==> config.mk <==
export PLATFORM = sky130hd
export DESIGN_NAME = rng_sample_arbiter_flat
export DESIGN_NICKNAME = d
export VERILOG_FILES = /design/src/rtl/rng_sample_arbiter_if.sv /design/src/rtl/rng_sample_arbiter.sv /design/src/flat_wrapper.sv
export SDC_FILE = /design/constraint.sdc
export NUM_CORES = 1
export LEC_CHECK = 0
export CAP_MARGIN = 10
export CORE_MARGIN = 1.5
export CORE_UTILIZATION = 60
export DETAILED_ROUTE_END_ITERATION = 6
export PLACE_DENSITY = 0.82
export SYNTH_ARGS = -nofsm -noshare
export SYNTH_HDL_FRONTEND = slang
export SYNTH_SLANG_ARGS = --single-unit
==> constraint.sdc <==
create_clock -name clk -period 9.1 [get_ports clk]
set_clock_uncertainty 0.2 [all_clocks]
set_input_delay 0.91 -clock clk [delete_from_list [all_inputs] [get_ports clk]]
set_output_delay 0.91 -clock clk [all_outputs]
set_load 0.02 [all_outputs]
==> images/m4.png <==
Cells faint in the background.
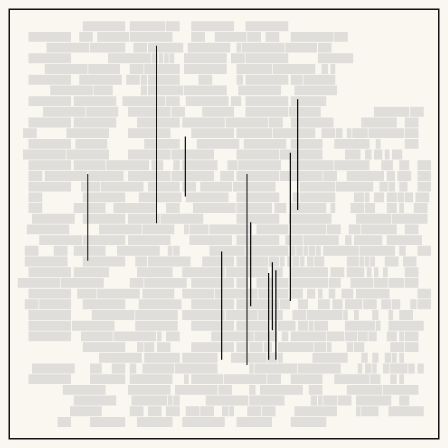
The wires run mostly vertical. The layer carries 305 microns of wire.
total via count in the routed design: 3592
drt total wl: 12.7 mm

==> images/congestion_map.png <==
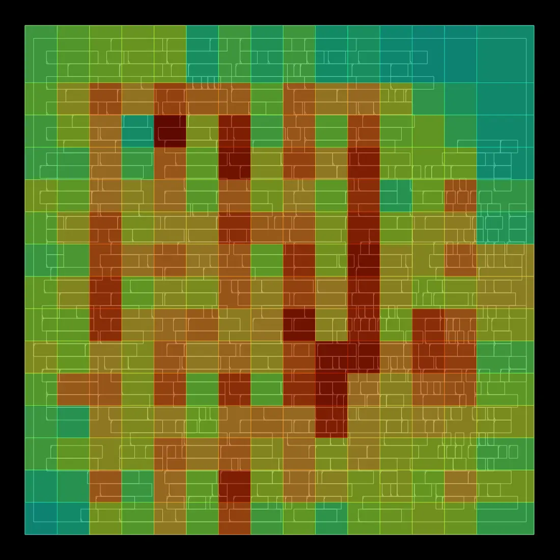
GRT Overall Usage: 0.239
DR WL/cell: 21.5 microns
GRT busiest layer: met2

==> images/layers.png <==
Only two layers are drawn.
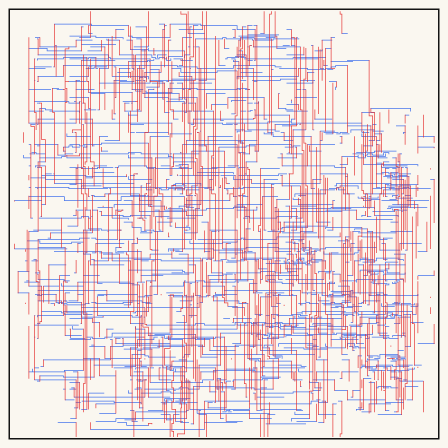
M1: in blue, wire length 5250 microns. M2: in red, wire length 6570 microns.

==> images/floorplan.png <==
Bar = 20 microns. Pins as bars on the die edge. Tap cells in gray.
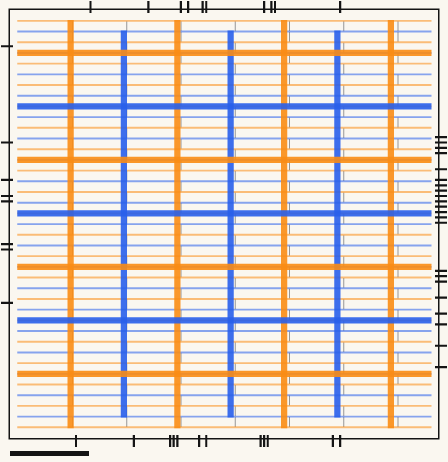
VDD: in blue. VSS: in orange.
140 tap cells. 7 straps on met4. 7 straps on met5.
Die Span Y: 109 microns
worst vdd ir: 0.151 mV
Die W: 109 microns

==> images/closeup.png <==
Window x 69 to 94, y 15 to 40 microns. Cells in gray, sequential cells in the stronger gray; small squares are vias.
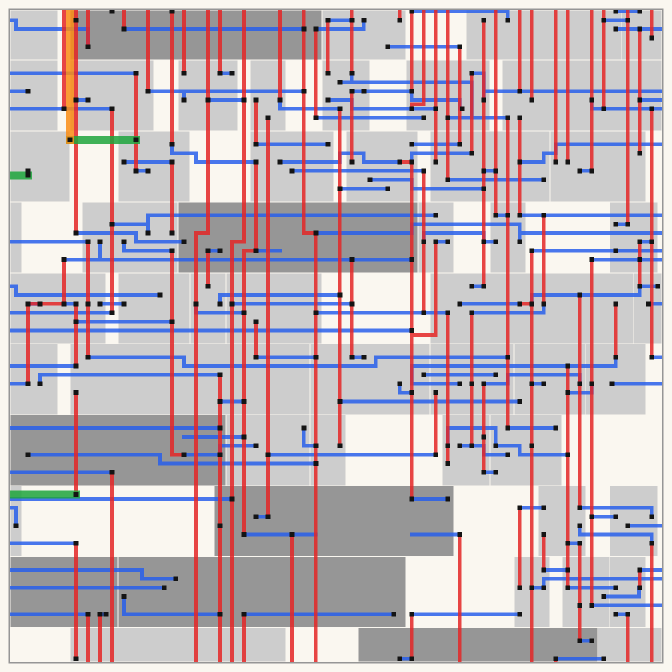
M1: in blue. M3: in green. M4: in orange. M2: in red.
45 logic cells have their middle in the window. Sequential cells in the window: 5. Most frequent: nor2_1 (5).

==> run summary <==
Clock power share: 0.443
Ys async rst share: 0.238
Core Box Area: 0.0109 sq mm
Max reg flops: 128
Sink Count: 168
Final Max Slew Viols: 0
Clock slew at reported path FFs: 0.07 ns
Critical path type: in2reg
Min-Delay Path Depth: 1
Relative slew slack: 0.252
R2R setup slack: 5.92 ns
Synth warn: 0
WP data required: 9.32 ns
Clk_lat worst skew: 0.53 ns
Number of port buffers: 51
Synthesized area: 0.00672 sq mm
# diodes: 0
Sequential element share of the synthesized area: 0.721
YS chip area: 0.00672 sq mm
Cells after synthesis: 376
Vias in the first global route: 3769
Pwr dens: 192 mW/mm^2
Initial antenna violation count: 0
Max FO, Critical Path: 41
CP Capture Type: flop
Max Cap Viol: 0
Setup WS post-layout: 5.50 ns
Clk buf depth: 2
Detailed placement HPWL: 7.18 mm
Max Clk Rate: 278 MHz
Final Setup Violations: 0
Die area: 0.0118 sq mm
Seq cells post-synth: 168
DR vias/cell: 6.10
Post-route clock period utilization: 0.396
Status: finished, final reports clean
Final min period: 3.60 ns
# Cells Yosys: 376
-- kinds of logic after synthesis --
kind of cell | after synthesis | synth area share
XOR/XNOR | 5 | 0.00763
AND/OR/NAND/NOR | 68 | 0.0538
flip-flops | 168 | 0.721
multiplexers | 56 | 0.143
buffers and inverters | 28 | 0.0212
AND-OR/OR-AND | 44 | 0.0387
adder cells (fa/ha/maj) | 7 | 0.0141
-- metal layers --
metal	GRT usage	wire length [microns]
met3	0.0622	553
met2	0.396	6570
met5	0	0
met4	0.111	304
met1	0.298	5250
-- through the flow --
step           cells  hold WS [ns]  instance area [sq um]  utilization
2_1_floorplan    376         0.306                   6720            -
6_report         589         0.274                   7970        0.732
3_3_place_gp     557         0.254                   7390        0.679
3_5_place_dp     557         0.262                   7390        0.679
4_1_cts          589         0.278                   7970        0.732
5_1_grt          589         0.287                   7970        0.732
-- worst max-delay path, cell delays in order --
cell and delay, ns:
clkdlybuf4s50_1 0.49, or4_1 0.60, nand4_1 0.12, buf_4 0.38, nand2_1 0.17, ha_1 0.32
a21o_2 0.21, a21oi_1 0.28, mux2i_1 0.12, o22a_1 0.22
-- cells in the mapped netlist, drive strengths merged, types with 2 or more instances --
cell type / instances
nor2b: 2
o21ai: 20
nor4b: 2
nor4: 2
nand2: 26
dfstp: 2
nand2b: 4
buf: 10
clkbuf: 10
a21oi: 10
xnor2: 4
or4: 3
inv: 8
a22oi: 2
nor2: 14
mux4: 32
ha: 6
o31ai: 2
dfrtp: 38
mux2i: 22
edfxtp: 128
a21o: 4
nor3: 9
mux2: 2
-- cell usage in the layout (no fill, tap or decap), drive strengths merged, types with 10 or more instances in the layout --
cell type / count
a21oi: 10
buf: 11
clkbuf: 20
clkdlybuf4s50: 50
dfrtp: 38
edfxtp: 128
inv: 10
mux2i: 22
mux4: 32
nand2: 26
nor2: 14
o21ai: 20
-- power groups by stage --
stage               Sequential (uW)  Clock (uW)  Combinational [uW]
CTS                             827         689                28.0
finish                          827         679                27.6
floorplan                       843           0                5.94
global placement                843           0                26.2
global route                    827         722                30.9
detailed placement              843           0                27.7
-- layout make-up --
cell class              instances  area, sq um
flip-flops and latches        168         4850
fillers                       665         2920
multi-input cells             180         1760
repair buffers                 61          581
clock buffers                  20          455
well taps                     140          175
clock inverters                12          119
inverters                       8         30.0
No activity file was given, so power comes from the tool's default toggle rates.
